[src/rtl/imm_seq_pkg.sv]
// Package for the immediate-ALU control sequencer.
//   state_e       : 4-bit state codes (IDLE=0, T0..T5=7..12, DONE=13, FAULT=15);
//                   the code is exported on the step output.
//   OP_*          : opcode values as they appear in IR[31:27].
//   ctrl_t        : one bit per datapath control strobe.
//   is_rtype()    : opcode is one of the R-format ALU instructions.
//   is_supported(): opcode can be executed by this sequencer. The R-format
//                   ops are accepted only when IMM_SEQ_RTYPE_EN is defined.
package imm_seq_pkg;

  localparam int OPC_W = 5;

  typedef enum logic [3:0] {
    ST_IDLE  = 4'd0,
    ST_T0    = 4'd7,
    ST_T1    = 4'd8,
    ST_T2    = 4'd9,
    ST_T3    = 4'd10,
    ST_T4    = 4'd11,
    ST_T5    = 4'd12,
    ST_DONE  = 4'd13,
    ST_FAULT = 4'd15
  } state_e;

  localparam logic [OPC_W-1:0] OP_ADD  = 5'd3;
  localparam logic [OPC_W-1:0] OP_SUB  = 5'd4;
  localparam logic [OPC_W-1:0] OP_AND  = 5'd9;
  localparam logic [OPC_W-1:0] OP_OR   = 5'd10;
  localparam logic [OPC_W-1:0] OP_ADDI = 5'd11;
  localparam logic [OPC_W-1:0] OP_ANDI = 5'd12;
  localparam logic [OPC_W-1:0] OP_ORI  = 5'd13;

  typedef struct packed {
    logic pcout;
    logic marin;
    logic read;
    logic mdrin;
    logic mdrout;
    logic irin;
    logic pcin;
    logic incpc;
    logic gra;
    logic grb;
    logic grc;
    logic rin;
    logic rout;
    logic yin;
    logic cout;
    logic zin;
    logic zlowout;
  } ctrl_t;

  function automatic logic is_rtype(input logic [OPC_W-1:0] op);
    return (op == OP_ADD) || (op == OP_SUB) || (op == OP_AND) || (op == OP_OR);
  endfunction

  function automatic logic is_supported(input logic [OPC_W-1:0] op);
    logic imm_op;
    imm_op = (op == OP_ADDI) || (op == OP_ANDI) || (op == OP_ORI);
`ifdef IMM_SEQ_RTYPE_EN
    return imm_op || is_rtype(op);
`else
    return imm_op;
`endif
  endfunction

endpackage

[src/rtl/imm_alu_sequencer_if.sv]
// Interface bundling the sequencer's request inputs and datapath strobes.
//   run, mem_ready, ir_opcode              : into the sequencer
//   PCout..IncPC                           : fetch strobes
//   Gra..Zlowout                           : execute strobes
//   alu_op, step, busy, done, illegal, mem_to : status
// Modports: master = sequencer side, slave = datapath / requester side.
interface imm_alu_sequencer_if #(
  parameter int OP_W = 5
);
  logic            run;
  logic            mem_ready;
  logic [OP_W-1:0] ir_opcode;

  logic PCout, MARin, Read, MDRin, MDRout, IRin, PCin, IncPC;
  logic Gra, Grb, Grc, Rin, Rout, Yin, Cout, Zin, Zlowout;

  logic [OP_W-1:0] alu_op;
  logic [3:0]      step;
  logic            busy;
  logic            done;
  logic            illegal;
  logic            mem_to;

  modport master (
    input  run, mem_ready, ir_opcode,
    output PCout, MARin, Read, MDRin, MDRout, IRin, PCin, IncPC,
    output Gra, Grb, Grc, Rin, Rout, Yin, Cout, Zin, Zlowout,
    output alu_op, step, busy, done, illegal, mem_to
  );

  modport slave (
    output run, mem_ready, ir_opcode,
    input  PCout, MARin, Read, MDRin, MDRout, IRin, PCin, IncPC,
    input  Gra, Grb, Grc, Rin, Rout, Yin, Cout, Zin, Zlowout,
    input  alu_op, step, busy, done, illegal, mem_to
  );

endinterface

[src/rtl/imm_seq_step_timer.sv]
// Step timing for the sequencer.
//   Clock, clear : clock and synchronous active-high reset
//   restart      : the state changes on the next edge; both counters restart
//   in_t1        : current state is T1
//   mem_ready    : memory read data valid
//   step_end     : dwell of the current step is complete (counter at STEP_CYCLES-1)
//   timeout      : T1 has waited MEM_TIMEOUT clocks for mem_ready and would
//                  wait again this cycle; never asserted when MEM_TIMEOUT = 0
module imm_seq_step_timer #(
  parameter int STEP_CYCLES = 1,
  parameter int MEM_TIMEOUT = 16
) (
  input  logic Clock,
  input  logic clear,
  input  logic restart,
  input  logic in_t1,
  input  logic mem_ready,
  output logic step_end,
  output logic timeout
);

  localparam int DW = (STEP_CYCLES > 1) ? $clog2(STEP_CYCLES) : 1;
  localparam logic [DW-1:0] DWELL_LAST = DW'(STEP_CYCLES - 1);

  logic [DW-1:0] dwell_q;

  // Dwell saturates at its last value so an idle or stalled step keeps step_end high.
  always_ff @(posedge Clock) begin
    if (clear || restart) begin
      dwell_q <= '0;
    end else if (!step_end) begin
      dwell_q <= dwell_q + DW'(1);
    end
  end

  assign step_end = (dwell_q == DWELL_LAST);

  generate
    if (MEM_TIMEOUT > 0) begin : g_timeout
      localparam int TW = (MEM_TIMEOUT > 1) ? $clog2(MEM_TIMEOUT) : 1;
      localparam logic [TW-1:0] WAIT_LAST = TW'(MEM_TIMEOUT - 1);

      logic [TW-1:0] wait_q;
      logic          stall;

      // Wait clocks are only those after the dwell has finished with no data.
      assign stall = in_t1 && step_end && !mem_ready;

      always_ff @(posedge Clock) begin
        if (clear || restart) begin
          wait_q <= '0;
        end else if (stall) begin
          wait_q <= wait_q + TW'(1);
        end
      end

      assign timeout = stall && (wait_q == WAIT_LAST);
    end else begin : g_no_timeout
      logic unused_timeout_inputs;
      assign unused_timeout_inputs = &{1'b0, in_t1, mem_ready};
      assign timeout = 1'b0;
    end
  endgenerate

endmodule

[src/rtl/imm_alu_sequencer.sv]
// Hardwired control sequencer for immediate ALU instructions (addi/andi/ori).
// Fetch T0..T2, execute T3..T5, then a one-cycle DONE. Each T-step holds its
// strobes for STEP_CYCLES clocks; T1 additionally waits for mem_ready, with an
// optional MEM_TIMEOUT that ends in FAULT. DONE chains straight into T0 while
// run stays high.
// Ports:
//   Clock : system clock, rising edge
//   clear : synchronous active-high reset; overrides every other input
//   bus   : imm_alu_sequencer_if.master (run, mem_ready, ir_opcode in;
//           datapath strobes, alu_op, step, busy, done, illegal, mem_to out)
// Build option: IMM_SEQ_RTYPE_EN also accepts R-format add/sub/and/or, which
// use Grc/Rout/Zin in T4 instead of Cout/Zin.
module imm_alu_sequencer
  import imm_seq_pkg::*;
#(
  parameter int OP_W        = 5,
  parameter int STEP_CYCLES = 1,
  parameter int MEM_TIMEOUT = 16
) (
  input logic                 Clock,
  input logic                 clear,
  imm_alu_sequencer_if.master bus
);

  state_e          state_q, state_d;
  logic [OP_W-1:0] op_q;
  logic            illegal_q, mem_to_q;
  logic            set_illegal, set_mem_to;
  logic            step_end, timeout;
  ctrl_t           ctrl;
  logic [OP_W-1:0] alu_op_c;

  imm_seq_step_timer #(
    .STEP_CYCLES (STEP_CYCLES),
    .MEM_TIMEOUT (MEM_TIMEOUT)
  ) u_timer (
    .Clock     (Clock),
    .clear     (clear),
    .restart   (state_d != state_q),
    .in_t1     (state_q == ST_T1),
    .mem_ready (bus.mem_ready),
    .step_end  (step_end),
    .timeout   (timeout)
  );

  always_ff @(posedge Clock) begin
    if (clear) begin
      state_q   <= ST_IDLE;
      op_q      <= '0;
      illegal_q <= 1'b0;
      mem_to_q  <= 1'b0;
    end else begin
      state_q <= state_d;
      if (state_q == ST_T2 && state_d == ST_T3) begin
        op_q <= bus.ir_opcode;
      end
      if (set_illegal) illegal_q <= 1'b1;
      if (set_mem_to)  mem_to_q  <= 1'b1;
    end
  end

  always_comb begin
    state_d     = state_q;
    set_illegal = 1'b0;
    set_mem_to  = 1'b0;
    unique case (state_q)
      ST_IDLE: if (bus.run) state_d = ST_T0;
      ST_T0:   if (step_end) state_d = ST_T1;
      ST_T1: begin
        // mem_ready wins over a timeout landing on the same edge.
        if (step_end && bus.mem_ready) begin
          state_d = ST_T2;
        end else if (timeout) begin
          state_d    = ST_FAULT;
          set_mem_to = 1'b1;
        end
      end
      ST_T2:   if (step_end) state_d = ST_T3;
      ST_T3: begin
        if (step_end) begin
          if (is_supported(OPC_W'(op_q))) begin
            state_d = ST_T4;
          end else begin
            state_d     = ST_FAULT;
            set_illegal = 1'b1;
          end
        end
      end
      ST_T4:    if (step_end) state_d = ST_T5;
      ST_T5:    if (step_end) state_d = ST_DONE;
      ST_DONE:  state_d = bus.run ? ST_T0 : ST_IDLE;
      ST_FAULT: state_d = ST_FAULT;
      default:  state_d = ST_IDLE;
    endcase
  end

  // Moore decode: strobes depend on the registered state only.
  always_comb begin
    ctrl     = '0;
    alu_op_c = '0;
    unique case (state_q)
      ST_T0: begin ctrl.pcout = 1'b1; ctrl.marin = 1'b1; end
      ST_T1: begin ctrl.read = 1'b1; ctrl.mdrin = 1'b1; end
      ST_T2: begin
        ctrl.mdrout = 1'b1; ctrl.irin = 1'b1; ctrl.pcin = 1'b1; ctrl.incpc = 1'b1;
      end
      ST_T3: begin ctrl.grb = 1'b1; ctrl.rout = 1'b1; ctrl.yin = 1'b1; end
      ST_T4: begin
`ifdef IMM_SEQ_RTYPE_EN
        if (is_rtype(OPC_W'(op_q))) begin
          ctrl.grc = 1'b1; ctrl.rout = 1'b1; ctrl.zin = 1'b1;
        end else begin
          ctrl.cout = 1'b1; ctrl.zin = 1'b1;
        end
`else
        ctrl.cout = 1'b1; ctrl.zin = 1'b1;
`endif
        alu_op_c = op_q;
      end
      ST_T5: begin ctrl.zlowout = 1'b1; ctrl.gra = 1'b1; ctrl.rin = 1'b1; end
      default: begin end
    endcase
  end

  assign bus.PCout   = ctrl.pcout;
  assign bus.MARin   = ctrl.marin;
  assign bus.Read    = ctrl.read;
  assign bus.MDRin   = ctrl.mdrin;
  assign bus.MDRout  = ctrl.mdrout;
  assign bus.IRin    = ctrl.irin;
  assign bus.PCin    = ctrl.pcin;
  assign bus.IncPC   = ctrl.incpc;
  assign bus.Gra     = ctrl.gra;
  assign bus.Grb     = ctrl.grb;
  assign bus.Grc     = ctrl.grc;
  assign bus.Rin     = ctrl.rin;
  assign bus.Rout    = ctrl.rout;
  assign bus.Yin     = ctrl.yin;
  assign bus.Cout    = ctrl.cout;
  assign bus.Zin     = ctrl.zin;
  assign bus.Zlowout = ctrl.zlowout;

  assign bus.alu_op  = alu_op_c;
  assign bus.step    = state_q;
  assign bus.busy    = (state_q == ST_T0) || (state_q == ST_T1) || (state_q == ST_T2) ||
                       (state_q == ST_T3) || (state_q == ST_T4) || (state_q == ST_T5);
  assign bus.done    = (state_q == ST_DONE);
  assign bus.illegal = illegal_q;
  assign bus.mem_to  = mem_to_q;

endmodule

[src/flat_wrapper.sv]
// flat-port wrapper written by rule: the top's interface ports become plain ports
module imm_alu_sequencer_flat import imm_seq_pkg::*;
#(
  parameter int OP_W        = 5,
  parameter int STEP_CYCLES = 1,
  parameter int MEM_TIMEOUT = 16
)
  (Clock, clear, bus_run, bus_mem_ready, bus_ir_opcode, bus_PCout, bus_MARin, bus_Read, bus_MDRin, bus_MDRout, bus_IRin, bus_PCin, bus_IncPC, bus_Gra, bus_Grb, bus_Grc, bus_Rin, bus_Rout, bus_Yin, bus_Cout, bus_Zin, bus_Zlowout, bus_alu_op, bus_step, bus_busy, bus_done, bus_illegal, bus_mem_to);
  imm_alu_sequencer_if #(.OP_W(OP_W)) bus_i ();
  input logic Clock;
  input logic clear;
  input wire logic [$bits(bus_i.run)-1:0] bus_run;
  input wire logic [$bits(bus_i.mem_ready)-1:0] bus_mem_ready;
  input wire logic [$bits(bus_i.ir_opcode)-1:0] bus_ir_opcode;
  output wire logic [$bits(bus_i.PCout)-1:0] bus_PCout;
  output wire logic [$bits(bus_i.MARin)-1:0] bus_MARin;
  output wire logic [$bits(bus_i.Read)-1:0] bus_Read;
  output wire logic [$bits(bus_i.MDRin)-1:0] bus_MDRin;
  output wire logic [$bits(bus_i.MDRout)-1:0] bus_MDRout;
  output wire logic [$bits(bus_i.IRin)-1:0] bus_IRin;
  output wire logic [$bits(bus_i.PCin)-1:0] bus_PCin;
  output wire logic [$bits(bus_i.IncPC)-1:0] bus_IncPC;
  output wire logic [$bits(bus_i.Gra)-1:0] bus_Gra;
  output wire logic [$bits(bus_i.Grb)-1:0] bus_Grb;
  output wire logic [$bits(bus_i.Grc)-1:0] bus_Grc;
  output wire logic [$bits(bus_i.Rin)-1:0] bus_Rin;
  output wire logic [$bits(bus_i.Rout)-1:0] bus_Rout;
  output wire logic [$bits(bus_i.Yin)-1:0] bus_Yin;
  output wire logic [$bits(bus_i.Cout)-1:0] bus_Cout;
  output wire logic [$bits(bus_i.Zin)-1:0] bus_Zin;
  output wire logic [$bits(bus_i.Zlowout)-1:0] bus_Zlowout;
  output wire logic [$bits(bus_i.alu_op)-1:0] bus_alu_op;
  output wire logic [$bits(bus_i.step)-1:0] bus_step;
  output wire logic [$bits(bus_i.busy)-1:0] bus_busy;
  output wire logic [$bits(bus_i.done)-1:0] bus_done;
  output wire logic [$bits(bus_i.illegal)-1:0] bus_illegal;
  output wire logic [$bits(bus_i.mem_to)-1:0] bus_mem_to;
  assign bus_i.run = bus_run;
  assign bus_i.mem_ready = bus_mem_ready;
  assign bus_i.ir_opcode = bus_ir_opcode;
  assign bus_PCout = bus_i.PCout;
  assign bus_MARin = bus_i.MARin;
  assign bus_Read = bus_i.Read;
  assign bus_MDRin = bus_i.MDRin;
  assign bus_MDRout = bus_i.MDRout;
  assign bus_IRin = bus_i.IRin;
  assign bus_PCin = bus_i.PCin;
  assign bus_IncPC = bus_i.IncPC;
  assign bus_Gra = bus_i.Gra;
  assign bus_Grb = bus_i.Grb;
  assign bus_Grc = bus_i.Grc;
  assign bus_Rin = bus_i.Rin;
  assign bus_Rout = bus_i.Rout;
  assign bus_Yin = bus_i.Yin;
  assign bus_Cout = bus_i.Cout;
  assign bus_Zin = bus_i.Zin;
  assign bus_Zlowout = bus_i.Zlowout;
  assign bus_alu_op = bus_i.alu_op;
  assign bus_step = bus_i.step;
  assign bus_busy = bus_i.busy;
  assign bus_done = bus_i.done;
  assign bus_illegal = bus_i.illegal;
  assign bus_mem_to = bus_i.mem_to;
  imm_alu_sequencer #(.OP_W(OP_W), .STEP_CYCLES(STEP_CYCLES), .MEM_TIMEOUT(MEM_TIMEOUT)) u_core (.Clock(Clock), .clear(clear), .bus(bus_i));
endmodule
[config.mk]
export PLATFORM = sky130hd
export DESIGN_NAME = imm_alu_sequencer_flat
export DESIGN_NICKNAME = d
export VERILOG_FILES = /design/src/rtl/imm_seq_pkg.sv /design/src/rtl/imm_alu_sequencer_if.sv /design/src/rtl/imm_seq_step_timer.sv /design/src/rtl/imm_alu_sequencer.sv /design/src/flat_wrapper.sv
export SDC_FILE = /design/constraint.sdc
export NUM_CORES = 1
export LEC_CHECK = 0
export CAP_MARGIN = 20
export CELL_PAD_IN_SITES_DETAIL_PLACEMENT = 1
export CELL_PAD_IN_SITES_GLOBAL_PLACEMENT = 1
export CORE_MARGIN = 3
export CORE_UTILIZATION = 34
export DETAILED_ROUTE_END_ITERATION = 16
export PLACE_DENSITY_LB_ADDON = 0.1
export SKIP_LAST_GASP = 1
export SLEW_MARGIN = 20
export SYNTH_ARGS = -nofsm -noshare
export SYNTH_HDL_FRONTEND = slang
export SYNTH_HIERARCHICAL = 1
export SYNTH_SLANG_ARGS = --single-unit
export TNS_END_PERCENT = 10
[constraint.sdc]
create_clock -name Clock -period 4 [get_ports Clock]
set_input_delay 0.8 -clock Clock [delete_from_list [all_inputs] [get_ports Clock]]
set_output_delay 0.8 -clock Clock [all_outputs]
set_load 0.01 [all_outputs]
==> flow_results.xml <==
<?xml version="1.0" encoding="UTF-8"?>
<metrics>
  <group name="status">
    <metric name="run_status" unit="">finished clean</metric>
  </group>
  <group name="final_timing">
    <metric name="grt_setup_unrepaired" unit="">false</metric>
    <metric name="timing_worst_slew_pin_value" unit="ns">0.636</metric>
    <metric name="setup_tns" unit="ns">0</metric>
    <metric name="final-max-slew-violation-count" unit="">0</metric>
    <metric name="final.period_utilization" unit="">0.765</metric>
  </group>
  <group name="yosys">
    <metric name="synth_async_sr_flop_share" unit="">0</metric>
    <metric name="syn_area_per_cell" unit="sq um">8.28</metric>
    <metric name="synth.largest_area_cell" unit="">sky130_fd_sc_hd__dfxtp_1</metric>
    <metric name="post_synth_xor_area_fraction" unit="">0.0407</metric>
    <metric name="top_cells_by_count" unit="">16 x sky130_fd_sc_hd__dfxtp_1, 12 x sky130_fd_sc_hd__buf_4, 12 x sky130_fd_sc_hd__nor2_1</metric>
    <metric name="synthMostInstantiatedCell" unit="">sky130_fd_sc_hd__dfxtp_1</metric>
    <metric name="yosys_warning_total" unit="">6</metric>
    <metric name="ys_seq_share" unit="">0.298</metric>
    <metric name="yosys-stat-cells" unit="">130</metric>
    <metric name="mappedNetlistNets" unit="">140</metric>
    <metric name="yosys.cell_types.count" unit="">45</metric>
    <metric name="synthAoiAreaFrac" unit="">0.137</metric>
    <metric name="synth-simple-area-share" unit="">0.321</metric>
    <metric name="top_cells_by_area" unit="">sky130_fd_sc_hd__dfxtp_1 30%, sky130_fd_sc_hd__buf_4 8.4%, sky130_fd_sc_hd__mux2i_1 6.5%</metric>
    <metric name="yosysChipArea" unit="sq mm">0.00108</metric>
    <metric name="synth-edff-count" unit="">0</metric>
    <metric name="syn_area" unit="sq mm">0.00108</metric>
    <metric name="ys.flops" unit="">16</metric>
  </group>
  <group name="worst_setup_path">
    <metric name="setup.worst_path.class" unit="">flip-flop to output port</metric>
    <metric name="delay_of_the_slowest_critical_path_stage" unit="ns">0.69</metric>
    <metric name="cp_num_cells" unit="">4</metric>
    <metric name="cp-end-kind" unit="">output port</metric>
    <metric name="worst-r2r-setup-slack" unit="ns">1.16</metric>
    <metric name="worst-endpoint-required" unit="ns">3.20</metric>
    <metric name="cell_by_cell_listing_of_the_critical_path" unit="">nand2_1, nor3b_1, nand2b_1, clkdlybuf4s50_1</metric>
    <metric name="path_max_fanout" unit="">16</metric>
    <metric name="critPathLaunchType" unit="">flip-flop</metric>
    <metric name="cp_slowest_cell" unit="">sky130_fd_sc_hd__dfxtp_1</metric>
  </group>
  <group name="job">
    <metric name="stage_log_warnings" unit="">26</metric>
    <metric name="max-cap-violations" unit="">0</metric>
  </group>
  <group name="layout">
    <metric name="fraction_of_standard_cell_area_that_is_sequential" unit="">0.225</metric>
    <metric name="max_ffs_per_register" unit="">5</metric>
    <metric name="final_layout_top_logic_cells" unit="">37 x sky130_fd_sc_hd__clkdlybuf4s50_1, 16 x sky130_fd_sc_hd__dfxtp_1, 12 x sky130_fd_sc_hd__nor2_1</metric>
    <metric name="clockBufferCount" unit="">4</metric>
    <metric name="finalCoreUtilization" unit="">0.494</metric>
    <metric name="mi_logic_area" unit="sq um">627</metric>
    <metric name="num-nonclk-inverters" unit="">4</metric>
    <metric name="final_layout_size_suffix_gt1_frac" unit="">0.0909</metric>
    <metric name="nFillCells" unit="">344</metric>
  </group>
  <group name="clocking">
    <metric name="post_cts_buffers" unit="">0</metric>
    <metric name="cts_root_buffer" unit="">sky130_fd_sc_hd__clkbuf_4</metric>
    <metric name="tritoncts.num_buffers" unit="">3</metric>
    <metric name="number_of_levels_in_the_clock_h_tree" unit="">1</metric>
    <metric name="clock_tree_from_tritoncts" unit="">built</metric>
    <metric name="worst_skew_pair.late_latency" unit="ns">0.29</metric>
    <metric name="numClockSinks" unit="">16</metric>
    <metric name="postCtsHoldBufs" unit="">0</metric>
    <metric name="cts_buffer_depth" unit="">2</metric>
  </group>
  <group name="die">
    <metric name="die_y" unit="um">62.3</metric>
    <metric name="die_x" unit="um">62.3</metric>
    <metric name="io-pin-count" unit="">39</metric>
    <metric name="core_area" unit="sq mm">0.00288</metric>
    <metric name="die-area" unit="sq mm">0.00388</metric>
    <metric name="floorplan.tapcells" unit="">42</metric>
  </group>
  <group name="routing">
    <metric name="detail_route.iter0.violations" unit="">7</metric>
    <metric name="met3_wirelength" unit="um">164</metric>
    <metric name="detail_route.drc_violations" unit="">0</metric>
    <metric name="routed_via_density" unit="">5.03</metric>
    <metric name="routedWlPerCell" unit="um">13.9</metric>
    <metric name="routedLengthMet1" unit="um">1220</metric>
    <metric name="route.final.wire_length" unit="um">2720</metric>
    <metric name="via_count" unit="">986</metric>
  </group>
  <group name="place">
    <metric name="number_of_port_buffers" unit="">37</metric>
    <metric name="dp_slack" unit="ns">1.13</metric>
    <metric name="routabilityCongestion" unit="">0.737</metric>
    <metric name="placed_cells" unit="">192</metric>
  </group>
  <group name="power">
    <metric name="comb_power_share" unit="">0.143</metric>
    <metric name="power_per_cell_area" unit="mW/mm^2">232</metric>
    <metric name="clock_power_share" unit="">0.333</metric>
    <metric name="power_sequential" unit="mW">0.173</metric>
    <metric name="total_switching_power" unit="mW">0.0868</metric>
    <metric name="internal_power" unit="mW">0.243</metric>
    <metric name="power.group.top" unit="">registers</metric>
    <metric name="comb_power" unit="mW">0.0473</metric>
    <metric name="clockNetworkPower" unit="mW">0.110</metric>
  </group>
  <group name="grt">
    <metric name="grt_max_degree" unit="">17</metric>
    <metric name="grt_first_pass_wirelength" unit="um">4520</metric>
    <metric name="globalRouteMet2Util" unit="">0.250</metric>
  </group>
  <group name="min_path">
    <metric name="hold_end" unit="">u_core/bus.illegal</metric>
  </group>
</metrics>
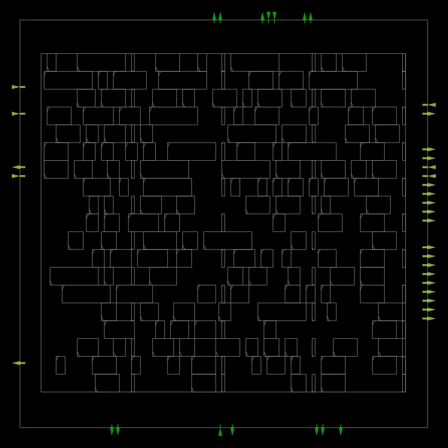
Fig. 1. Placed standard cells.
final instance count without filler cells: 196
Site Rows: 19

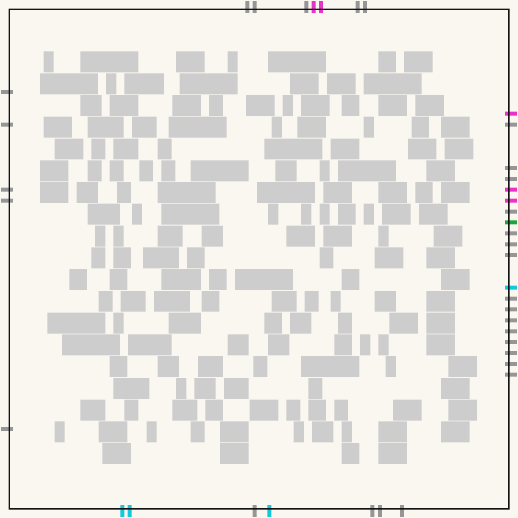
Fig. 2. Pin map.
Drawn at 8 px/um. Pins as bars across the die edge, other pins in gray.
- green: bus_Rout (pins 1; direction output; edge east)
- magenta: bus_ir_opcode (pins 5; direction input; edge 3 east, 2 north)
- cyan: bus_step (pins 4; direction output; edge 3 south, 1 east)

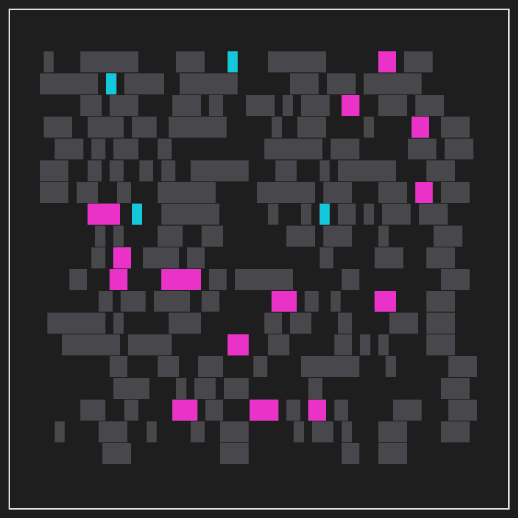
Fig. 3. Selected gate families.
Drawn at 8 px/um.
- magenta: AND and OR gates (cells 14; most used and2_1)
- cyan: inverters (cells 4; most used inv_1)

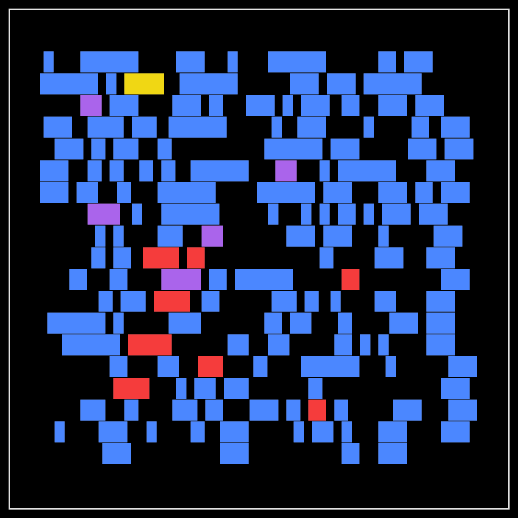
Fig. 4. Drive-strength map.
Drawn at 8 px/um.
- red: drive 2 (cells 8)
- purple: drive 3 to 4 (cells 5)
- blue: drive 1 or less (cells 140)
- yellow: drive 6 and up (cells 1)
Buffers excl. clock: 37
fin worst setup slack: 0.938 ns
layout-stage area growth over the synthesis result: 32.1%
post-route standard cell area excluding fillers: 0.00142 sq mm

No activity file was given, so power comes from the tool's default toggle rates.
